### Signal wires by layer, run 1

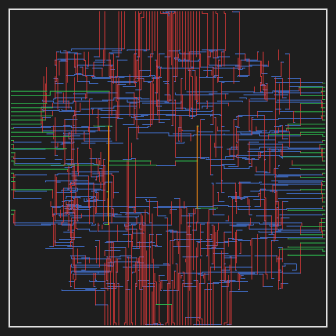
### Metal 2, run 1

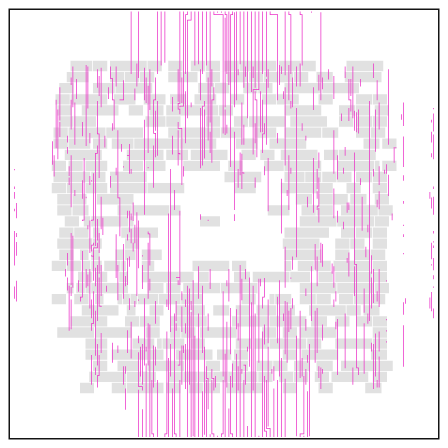
### Clock distribution, run 1

The bar under the picture is 20 µm long.
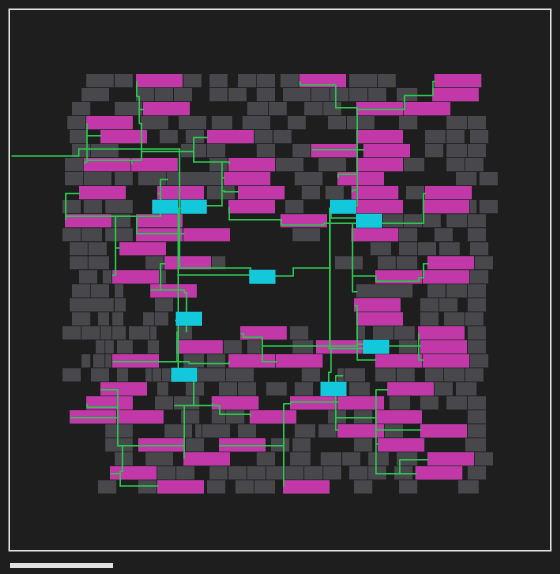
### Routing congestion, run 1

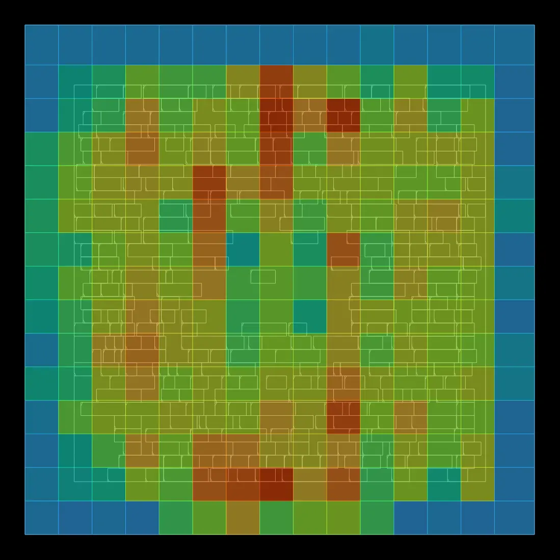
--- config.mk ---
export PLATFORM = sky130hd
export DESIGN_NAME = booth_sequencer_flat
export DESIGN_NICKNAME = d
export VERILOG_FILES = /design/src/rtl/booth_seq_if.sv /design/src/rtl/booth_sequencer.sv /design/src/flat_wrapper.sv
export SDC_FILE = /design/constraint.sdc
export NUM_CORES = 1
export LEC_CHECK = 0
export CAP_MARGIN = 20
export CORE_MARGIN = 10
export CORE_UTILIZATION = 41
export CTS_CLUSTER_DIAMETER = 40
export CTS_CLUSTER_SIZE = 20
export DETAILED_ROUTE_END_ITERATION = 8
export GPL_TIMING_DRIVEN = 1
export PLACE_DENSITY = 0.86
export SYNTH_ARGS = -nofsm -noshare
export SYNTH_HDL_FRONTEND = slang
export SYNTH_SLANG_ARGS = --single-unit
--- constraint.sdc ---
create_clock -name clk -period 3.53 [get_ports clk]
set_input_delay 1.059 -clock clk [delete_from_list [all_inputs] [get_ports clk]]
set_output_delay 1.059 -clock clk [all_outputs]
set_load 0.03 [all_outputs]
--- src/rtl/booth_seq_if.sv ---
// Operand / result handshake bundle between booth_sequencer and its neighbours.
// The slave modport is the sequencer side; the master modport is the producer/consumer side.
interface booth_seq_if #(
    parameter int unsigned WIDTH_IN = 16,
    parameter int unsigned WIDTH_FP = 32
);
    logic                in_valid;
    logic                in_ready;
    logic [WIDTH_IN-1:0] in_a;
    logic [WIDTH_IN-1:0] in_b;
    logic                out_valid;
    logic                out_ready;
    logic [WIDTH_FP-1:0] out_product;

    modport slave (
        input  in_valid,
        input  in_a,
        input  in_b,
        input  out_ready,
        output in_ready,
        output out_valid,
        output out_product
    );

    modport master (
        output in_valid,
        output in_a,
        output in_b,
        output out_ready,
        input  in_ready,
        input  out_valid,
        input  out_product
    );
endinterface

--- src/rtl/booth_sequencer.sv ---
// booth_sequencer: control/handshake stage in front of the Booth multiplier datapath.
// Accepts one operand pair, walks the datapath through LOAD/RUN/CAPTURE/SETTLE,
// then offers the captured product downstream. One multiply in flight at a time.
// Optional feature macro: BOOTH_SEQ_TIMEOUT_EN adds a RUN-cycle watchdog and the
// timeout_err_o port; without it RUN waits for count_i indefinitely.
module booth_sequencer #(
    parameter int unsigned WIDTH_IN = 16,
    parameter int unsigned WIDTH_FP = 32
`ifdef BOOTH_SEQ_TIMEOUT_EN
    , parameter int unsigned TIMEOUT_CYCLES = 24
`endif
) (
    input  logic                clk,
    input  logic                reset,
    booth_seq_if.slave          bus,
    output logic [WIDTH_IN-1:0] dp_multiplicand_a_o,
    output logic [WIDTH_IN-1:0] dp_multiplier_b_o,
    output logic                load_o,
    output logic                load_pp_o,
    output logic                load_p_o,
    output logic                enable_a_o,
    output logic                enable_b_o,
    output logic                enable_pp_o,
    input  logic                count_i,
    input  logic [WIDTH_FP-1:0] product_in_i,
    output logic                busy_o
`ifdef BOOTH_SEQ_TIMEOUT_EN
    , output logic              timeout_err_o
`endif
);

    typedef enum logic [2:0] {
        S_IDLE,
        S_LOAD,
        S_RUN,
        S_CAPTURE,
        S_SETTLE,
        S_DONE
    } state_e;

    state_e              state_q;
    logic                in_ready_q;
    logic                busy_q;
    logic                load_q;
    logic                load_pp_q;
    logic                load_p_q;
    logic                enable_a_q;
    logic                enable_b_q;
    logic                enable_pp_q;
    logic                out_valid_q;
    logic [WIDTH_IN-1:0] dp_a_q;
    logic [WIDTH_IN-1:0] dp_b_q;
    logic [WIDTH_FP-1:0] out_product_q;

`ifdef BOOTH_SEQ_TIMEOUT_EN
    localparam int unsigned CNT_W = $clog2(TIMEOUT_CYCLES + 1);
    logic [CNT_W-1:0] run_cnt_q;
    logic             timeout_err_q;
`endif

    // Sequencer FSM; strobes are registered alongside the state they belong to.
    always_ff @(posedge clk or posedge reset) begin
        if (reset) begin
            state_q       <= S_IDLE;
            in_ready_q    <= 1'b0;
            busy_q        <= 1'b0;
            load_q        <= 1'b0;
            load_pp_q     <= 1'b0;
            load_p_q      <= 1'b0;
            enable_a_q    <= 1'b0;
            enable_b_q    <= 1'b0;
            enable_pp_q   <= 1'b0;
            out_valid_q   <= 1'b0;
            dp_a_q        <= '0;
            dp_b_q        <= '0;
            out_product_q <= '0;
`ifdef BOOTH_SEQ_TIMEOUT_EN
            run_cnt_q     <= '0;
            timeout_err_q <= 1'b0;
`endif
        end else begin
            load_q      <= 1'b0;
            load_pp_q   <= 1'b0;
            load_p_q    <= 1'b0;
            enable_a_q  <= 1'b0;
            enable_b_q  <= 1'b0;
            enable_pp_q <= 1'b0;
            out_valid_q <= 1'b0;

            case (state_q)
                S_IDLE: begin
                    in_ready_q <= 1'b1;
                    if (bus.in_valid && in_ready_q) begin
                        dp_a_q     <= bus.in_a;
                        dp_b_q     <= bus.in_b;
                        in_ready_q <= 1'b0;
                        busy_q     <= 1'b1;
                        load_q     <= 1'b1;
                        load_pp_q  <= 1'b1;
                        enable_a_q <= 1'b1;
                        enable_b_q <= 1'b1;
                        state_q    <= S_LOAD;
`ifdef BOOTH_SEQ_TIMEOUT_EN
                        timeout_err_q <= 1'b0;
`endif
                    end
                end
                S_LOAD: begin
                    enable_pp_q <= 1'b1;
                    state_q     <= S_RUN;
`ifdef BOOTH_SEQ_TIMEOUT_EN
                    run_cnt_q   <= '0;
`endif
                end
                S_RUN: begin
                    if (count_i) begin
                        load_p_q <= 1'b1;
                        state_q  <= S_CAPTURE;
`ifdef BOOTH_SEQ_TIMEOUT_EN
                    end else if (run_cnt_q == CNT_W'(TIMEOUT_CYCLES - 1)) begin
                        // datapath never signalled completion: abandon the multiply
                        timeout_err_q <= 1'b1;
                        busy_q        <= 1'b0;
                        in_ready_q    <= 1'b1;
                        state_q       <= S_IDLE;
                    end else begin
                        run_cnt_q   <= run_cnt_q + CNT_W'(1);
                        enable_pp_q <= 1'b1;
`else
                    end else begin
                        enable_pp_q <= 1'b1;
`endif
                    end
                end
                S_CAPTURE: begin
                    state_q <= S_SETTLE;
                end
                S_SETTLE: begin
                    out_product_q <= product_in_i;
                    out_valid_q   <= 1'b1;
                    state_q       <= S_DONE;
                end
                S_DONE: begin
                    if (bus.out_ready) begin
                        busy_q     <= 1'b0;
                        in_ready_q <= 1'b1;
                        state_q    <= S_IDLE;
                    end else begin
                        out_valid_q <= 1'b1;
                    end
                end
                default: begin
                    busy_q     <= 1'b0;
                    in_ready_q <= 1'b0;
                    state_q    <= S_IDLE;
                end
            endcase
        end
    end

    // Output drive from registered state.
    assign bus.in_ready        = in_ready_q;
    assign bus.out_valid       = out_valid_q;
    assign bus.out_product     = out_product_q;
    assign dp_multiplicand_a_o = dp_a_q;
    assign dp_multiplier_b_o   = dp_b_q;
    assign load_o              = load_q;
    assign load_pp_o           = load_pp_q;
    assign load_p_o            = load_p_q;
    assign enable_a_o          = enable_a_q;
    assign enable_b_o          = enable_b_q;
    assign enable_pp_o         = enable_pp_q;
    assign busy_o              = busy_q;
`ifdef BOOTH_SEQ_TIMEOUT_EN
    assign timeout_err_o       = timeout_err_q;
`endif

endmodule

--- src/flat_wrapper.sv ---
// flat-port wrapper written by rule: the top's interface ports become plain ports
module booth_sequencer_flat 
#(
    parameter int unsigned WIDTH_IN = 16,
    parameter int unsigned WIDTH_FP = 32

)
  (clk, reset, dp_multiplicand_a_o, dp_multiplier_b_o, load_o, load_pp_o, load_p_o, enable_a_o, enable_b_o, enable_pp_o, count_i, product_in_i, busy_o, bus_in_valid, bus_in_a, bus_in_b, bus_out_ready, bus_in_ready, bus_out_valid, bus_out_product);
  booth_seq_if #(.WIDTH_IN(WIDTH_IN), .WIDTH_FP(WIDTH_FP)) bus_i ();
  input  logic clk;
  input  logic reset;
  output logic [WIDTH_IN-1:0] dp_multiplicand_a_o;
  output logic [WIDTH_IN-1:0] dp_multiplier_b_o;
  output logic load_o;
  output logic load_pp_o;
  output logic load_p_o;
  output logic enable_a_o;
  output logic enable_b_o;
  output logic enable_pp_o;
  input  logic count_i;
  input  logic [WIDTH_FP-1:0] product_in_i;
  output logic busy_o;
  input wire logic [$bits(bus_i.in_valid)-1:0] bus_in_valid;
  input wire logic [$bits(bus_i.in_a)-1:0] bus_in_a;
  input wire logic [$bits(bus_i.in_b)-1:0] bus_in_b;
  input wire logic [$bits(bus_i.out_ready)-1:0] bus_out_ready;
  output wire logic [$bits(bus_i.in_ready)-1:0] bus_in_ready;
  output wire logic [$bits(bus_i.out_valid)-1:0] bus_out_valid;
  output wire logic [$bits(bus_i.out_product)-1:0] bus_out_product;
  assign bus_i.in_valid = bus_in_valid;
  assign bus_i.in_a = bus_in_a;
  assign bus_i.in_b = bus_in_b;
  assign bus_i.out_ready = bus_out_ready;
  assign bus_in_ready = bus_i.in_ready;
  assign bus_out_valid = bus_i.out_valid;
  assign bus_out_product = bus_i.out_product;
  booth_sequencer #(.WIDTH_IN(WIDTH_IN), .WIDTH_FP(WIDTH_FP)) u_core (.clk(clk), .reset(reset), .bus(bus_i), .dp_multiplicand_a_o(dp_multiplicand_a_o), .dp_multiplier_b_o(dp_multiplier_b_o), .load_o(load_o), .load_pp_o(load_pp_o), .load_p_o(load_p_o), .enable_a_o(enable_a_o), .enable_b_o(enable_b_o), .enable_pp_o(enable_pp_o), .count_i(count_i), .product_in_i(product_in_i), .busy_o(busy_o));
endmodule
==> impl_metrics.tcl, run 1 <==
# implementation run metrics
set metrics [dict create \
    ys_cells 178 \
    min_path_cells 1 \
    cts_buffers 9 \
    globalplace.congestion 0.723 \
    maxSlewHeadroom_pct 45.1 \
    combPwrFrac_pct 53.9 \
    ys.flop_type "dfrtp_1" \
    io_pins 142 \
    edf_count 0 \
    place_inst 405 \
    fin_worst_skew_ns 0.00923 \
    die_w_um 105 \
    dpl.hpwl_um 5950 \
    grt_pass1_vias 2216 \
    worstPathArrival_ns 2.81 \
    antenna_found_initial 0 \
    top_layer "met4" \
    die_h_um 105 \
    num_rows 30 \
    cts_hold_buf 0 \
    hold_path_class "reg2reg" \
    finalPower_mw 4.86 \
    fp_util_pct 42.7 \
    vdd_drop_max_mv 0.584 \
    final_hold_viol_count 0 \
    warnings 26 \
    ys_sh_mux_pct 27.9 \
    io_buffers 141 \
    finalSetupViolations 0 \
    core_mm2 0.00691 \
    synth_flops 73 \
    ys_sh_adder_pct 0 \
    drt-initial-drc-count 45 \
    grt_overflow 0 \
    post-route-cell-area_mm2 0.00461 \
    p_sw_mw 1.88 \
    min_period_ns 2.60 \
    ant_nets 0 \
    outcome "completed" \
    drc 0 \
    synth_cells 178 \
    synth.distinct_cells 25 \
    r2r-start "u_core.state_q[0]$_DFFE_PP0P_" \
    clock_sinks 73 \
    rsz0062_at_grt "no" \
    cts_max_level 3 \
    start_kind "input port" \
    cp_cell_sequence "clkdlybuf4s50_1 > nand4b_4 > mux2_4" \
]
Back to the opening pictures, 'Signal wires by layer':
M1 -> blue  # wire length 3,000 µm
M2 -> red  # wire length 4,000 µm
M3 -> green  # wire length 547 µm
M4 -> orange  # wire length 59.8 µm
wirelength, routed: 7600 µm
routed len/inst: 18.1 µm
GR Util All Layers: 14.2%

Back to the opening pictures, 'Metal 2':
main direction = vertical
share of all routed wire = 53%
nets with wire on the layer = 366
longest straight run = 53.7 µm
via count: 1,936
met2 Usage GRT: 24.3%

Back to the opening pictures, 'Clock distribution':
clock wires -> green  # length 806 µm
clock-net drivers -> cyan  # count 9
flip-flops -> magenta  # count 73
routed clock nets = 10

Back to the opening pictures, 'Routing congestion':
post-layout utilization of the core: 66.8%
met1 usage: 16.4%

## run 1: critical path, delay by kind of cell
family,cells,cell delay (ns)
and+or+nand+nor,1,0.66
buffers and inverters,1,0.53
muxes,1,0.55
## run 1: power by group through the flow
stage          Combinational [mW]  Sequential (mW)  Clock, mW
2_1_floorplan               0.845             2.28          0
3_3_place_gp                 2.61             1.50          0
3_5_place_dp                 2.66             1.53          0
4_1_cts                      2.67             1.52      0.749
5_1_grt                      2.76             1.58      0.790
6_report                     2.62             1.52      0.728
## run 1: flip-flops by register name, summed over array words and instances (netlist names)
signal,count
u_core.bus.in_ready,1
u_core.bus.out_product,32
u_core.bus.out_valid,1
u_core.busy_o,1
u_core.dp_multiplicand_a_o,16
u_core.dp_multiplier_b_o,16
u_core.enable_a_o,1
u_core.enable_pp_o,1
u_core.load_p_o,1
u_core.state_q,3
## run 1: placed cells by master (no fill, tap or decap)
cell and n:
or2_2 1, mux2_1 3, bufinv_16 2, nor2_4 1, buf_4 3, a211oi_1 1
dfrtp_1 73, nand4b_4 1, o21ai_0 1, nand3_1 1, and2_1 1, a21oi_1 4
and3b_1 1, clkbuf_1 1, inv_1 1, nand2_1 2, clkinv_2 1, inv_2 1
nor2_1 2, a21o_1 1, clkbuf_8 11, o211a_1 1, nor3_1 1, clkdlybuf4s50_1 141
nor2b_1 2, nand2b_1 4, mux2_4 27, or3_1 1, inv_6 1, mux2_2 34
## run 1: layer usage
layer	track usage (%)	vias up
li1	-	893
met1	16.4	956
met2	24.3	80
met3	5.10	7
met4	4.12	0
met5	0	-
## run 1: kinds of logic after synthesis
| kind of cell | after synthesis |
|---|---|
| AND-OR/OR-AND | 8 |
| buffers and inverters | 15 |
| flip-flops | 73 |
| multiplexers | 64 |
| AND/OR/NAND/NOR | 18 |
## run 1: stage by stage
stage,setup WS [ns],hold WS (ns)
final,0.930,0.495
after global routing,0.831,0.528
after CTS,0.927,0.502
after detailed placement,0.581,0.484
after global placement,0.615,0.467
after floorplan,0.618,0.556
## run 1: cell type report
type                       count  area [µm²]
fill                         541        2290
sequential                    73        1830
timing repair buffer         144        1430
multi-input combinational     90         997
clock buffer                  12         155
tap                           96         120
clock inverter                 4        73.8
inverter                       2        7.51
## run 1: worst max path at each step
stage,startpoint,end,slack (ns),cells after the start
global placement,bus_in_valid,u_core.dp_multiplier_b_o[0]$_DFFE_PP0P_,0.62,3
detailed placement,bus_in_valid,u_core.dp_multiplicand_a_o[5]$_DFFE_PP0P_,0.58,3
CTS,bus_in_valid,u_core.dp_multiplicand_a_o[5]$_DFFE_PP0P_,0.93,3
finish,bus_in_valid,u_core.dp_multiplier_b_o[4]$_DFFE_PP0P_,0.93,3
floorplan,reset,u_core.bus.in_ready$_DFFE_PP0P_,0.62,1
global route,bus_in_valid,u_core.dp_multiplicand_a_o[10]$_DFFE_PP0P_,0.83,3
### Metal 3, run 1

The bar under the picture is 20 µm long.
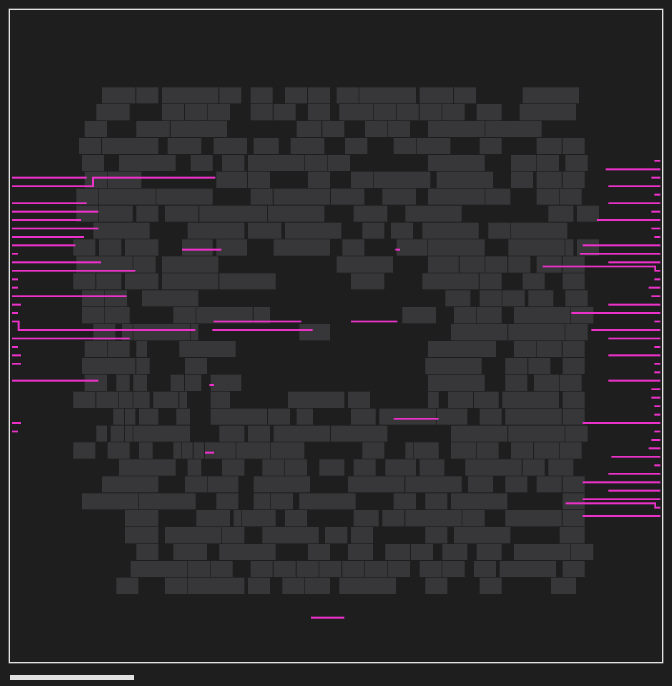

==> run 1 -> run 2 <==
CORE_UTILIZATION = 37   (was 41)
PLACE_DENSITY = 0.82   (was 0.86)
clock period = 2.3 ns   (was 3.53 ns; I/O delays follow)
### Metal 3, run 2

The bar under the picture is 20 µm long.
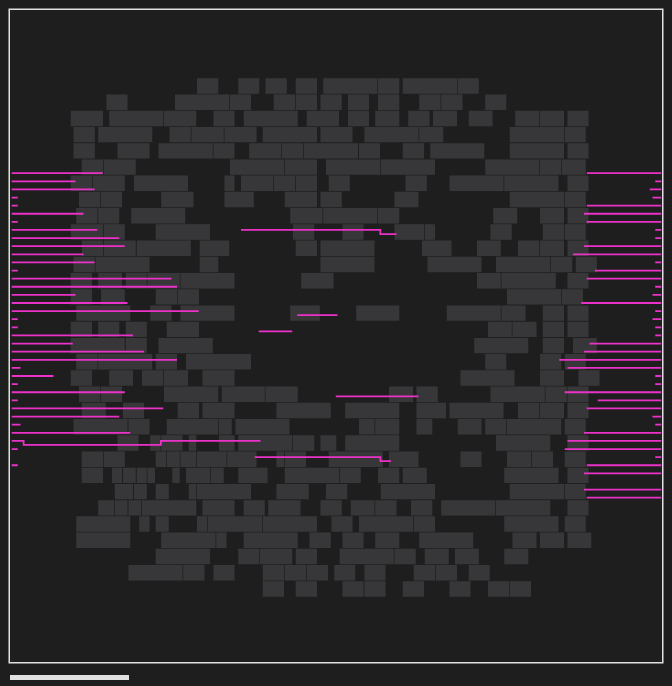
longest straight run = 31.1 µm
share of all routed wire = 11%
nets with wire on the layer = 77
wirelength, routed: 7410 µm
GR Util met3: 6.96%
via count: 1,952

==> run 2 against run 1 <==
Via count is 0.83% higher. Highest routed layer unchanged. Non-clock buffer count is 1 higher. Sequential share of layout area is 0.075 points lower. Global-route usage is 1.9 points lower.
==> impl_metrics.tcl, run 2 <==
# implementation run metrics
set metrics [dict create \
    r2r-start "u_core.state_q[0]$_DFFE_PP0P_" \
    fill_cells 600 \
    synth_cells 178 \
    antenna_found_initial 0 \
    ant_nets 0 \
    critPathBufInv 1 \
    logic_area_um2 997 \
    worstPathArrival_ns 1.49 \
    rsz0062_at_grt "no" \
    drc 0 \
    outcome "completed" \
    globalplace.congestion 0.735 \
    ys_sh_adder_pct 0 \
    core_mm2 0.00773 \
    cts_hold_buf 0 \
    largest_reg_flops 32 \
    crit_family "buffers and inverters" \
    die_h_um 109 \
    synth_flops 73 \
    finalSetupViolations 0 \
    post-place-ws_ns 0.282 \
    seq_area_mm2 0.00183 \
    edf_count 0 \
]
### Clock distribution, run 2

The bar under the picture is 20 µm long.
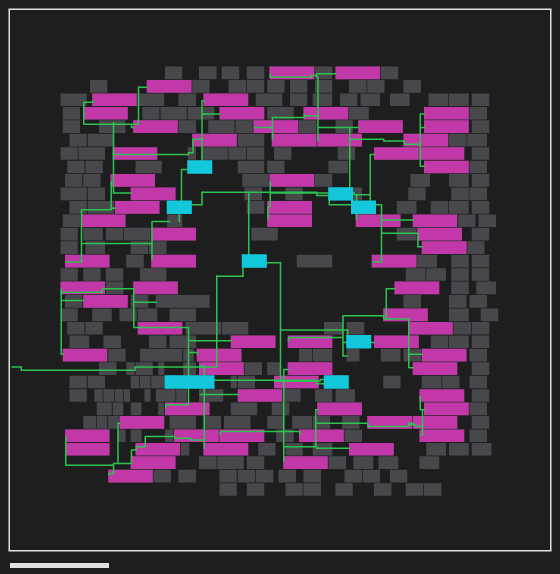
flip-flops -> magenta  # count 73
clock-net drivers -> cyan  # count 9
clock wires -> green  # length 870 µm
routed clock nets = 10

-- run 2: how the worst max path moves through the flow --
| stage | start | end | slack [ns] | cells past startpoint |
|---|---|---|---|---|
| after floorplan | reset | u_core.bus.in_ready$_DFFE_PP0P_ | 0.80 | 1 |
| after global placement | bus_in_valid | u_core.dp_multiplier_b_o[7]$_DFFE_PP0P_ | 0.32 | 4 |
| after detailed placement | bus_in_valid | u_core.dp_multiplier_b_o[7]$_DFFE_PP0P_ | 0.28 | 4 |
| after CTS | u_core.bus.in_ready$_DFFE_PP0P_ | bus_in_ready | 0.10 | 1 |
| after global routing | u_core.bus.in_ready$_DFFE_PP0P_ | bus_in_ready | 0.05 | 1 |
| final | u_core.bus.in_ready$_DFFE_PP0P_ | bus_in_ready | 0.12 | 1 |
-- run 2: cells by family (layout without fill, tap and decap cells) --
logic type             after synthesis  after routing
AND-OR/OR-AND                        8              8
multiplexers                        64             64
buffers and inverters               15            162
flip-flops                          73             73
AND/OR/NAND/NOR                     18             18
-- run 2: power breakdown --
part	internal, mW	switching (mW)	leakage, nW
sequential	1.93	0.391	0.870
combinational	1.99	2.04	1.07
clock	0.523	0.452	0.0981
-- run 2: per-stage QoR --
stage / total power, mW / instance area [µm²] / hold slack, ns / util [%] / std cells
floorplan: 4.80 / 2950 / 0.556 / - / 178
global placement: 6.34 / 4430 / 0.469 / 57.3 / 412
detailed placement: 6.44 / 4430 / 0.478 / 57.3 / 412
CTS: 7.44 / 4620 / 0.493 / 59.8 / 427
global route: 7.71 / 4620 / 0.512 / 59.8 / 427
finish: 7.32 / 4620 / 0.488 / 59.8 / 427
-- run 2: cell type report --
class / count / area share, %
Inverter: 2 / 0.244
Sequential cell: 73 / 39.5
Timing Repair Buffer: 145 / 31.7
Multi-Input combinational cell: 90 / 21.6
Tap cell: 102 / 2.76
Clock inverter: 5 / 1.22
Clock buffer: 10 / 2.98
-- run 2: layer usage --
layer	track usage, %	wire length [µm]
met3	6.96	849
met1	13.4	2890
met2	20.5	3620
met4	2.79	56
met5	0	0
Power and IR drop assume default switching activity.
